==> images/pdn.png <==
Bar = 50 microns. Pins as bars on the die edge.
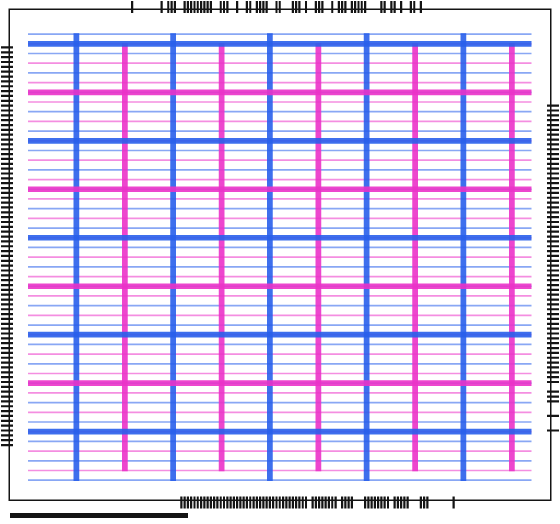
==> images/cell_classes.png <==
Bar = 50 microns.
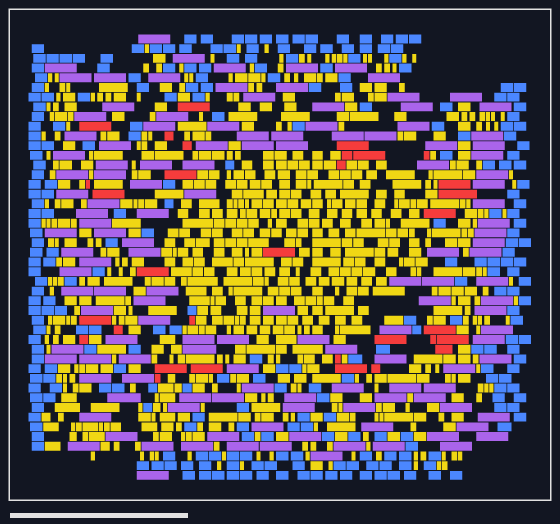
==> config.mk <==
export PLATFORM = sky130hd
export DESIGN_NAME = mix_columns_engine
export DESIGN_NICKNAME = d
export VERILOG_FILES = /design/src/rtl/aes_pkg.sv /design/src/rtl/mix_columns_engine_column.sv /design/src/rtl/mix_columns_engine.sv
export SDC_FILE = /design/constraint.sdc
export NUM_CORES = 1
export LEC_CHECK = 0
export CAP_MARGIN = 20
export CORE_ASPECT_RATIO = 0.9
export CORE_MARGIN = 5
export CORE_UTILIZATION = 53
export DETAILED_ROUTE_END_ITERATION = 10
export GPL_ROUTABILITY_DRIVEN = 0
export PLACE_DENSITY = 0.87
export SETUP_SLACK_MARGIN = 0.15
export SLEW_MARGIN = 20
export SYNTH_ARGS = -nofsm -noshare
export SYNTH_HDL_FRONTEND = slang
export SYNTH_HIERARCHICAL = 1
export SYNTH_SLANG_ARGS = --single-unit
==> constraint.sdc <==
create_clock -name clk -period 10.43 [get_ports clk]
set_input_delay 1.043 -clock clk [delete_from_list [all_inputs] [get_ports clk]]
set_output_delay 1.043 -clock clk [all_outputs]
set_load 0.005 [all_outputs]
==> reports/qor.yml <==
nFlopsAndLatches: 133
flop_area_sq_um: 3330
wl_met2_mm: 14.5
common_cells: "nand2_1, xnor2_1, dfrtp_1, mux2i_1, o21ai_0"
io_pins: 264
synthMuxAreaShare_pct: 21.8
nClkBuffers: 19
edf_count: 0
hold_buffers: 0
port_buffers: 263
ys_warn_count: 6
crit_type: "flop to flop"
adder_share_pct: 1.18
cpPeakStageDelay_ns: 0.82
post-place-ws_ns: 6.11
h-tree-depth: 4
grt.busiest_layer: "met2"
cp_max_fo: 19
routed_wl_mm: 30.3
rsz0062_at_grt: "false"
grt_overflow_total: 0
comb_area_sq_um: 5770
most_common_cell: "nand2_1"
wl_met1_mm: 11.9
cp.required_ns: 10.75
grt.total_usage_pct: 29.4
maxCapViolCount: 0
fin_worst_skew_ns: 0.0105
finalCritPeriodShare_pct: 43.1
synth_cell_types: 33
setup_tns_ns: 0
post_drt_via_cell_ratio: 5.67
cts_tree: "yes"
yosys_area_sq_um: 9550
status: "complete, no violations"
die_area_sq_um: 20800
## Picture notes: pdn.png
Magenta marks VDD. Blue marks VSS.
10 straps on met4. The core has 46 rows.
Die Width: 151 microns
core area: 17700 sq um
Die Y: 137 microns

## Picture notes: cell_classes.png
Blue marks other buffers and delay cells, cells 272, share of their area 22%. Red marks clock drivers and dummy loads, cells 32, share of their area 4.5%. Purple marks flip-flops, cells 133, share of their area 27%. Yellow marks all other logic, cells 707, share of their area 47%.
design area: 12700 sq um
final core area utilization: 71.8%

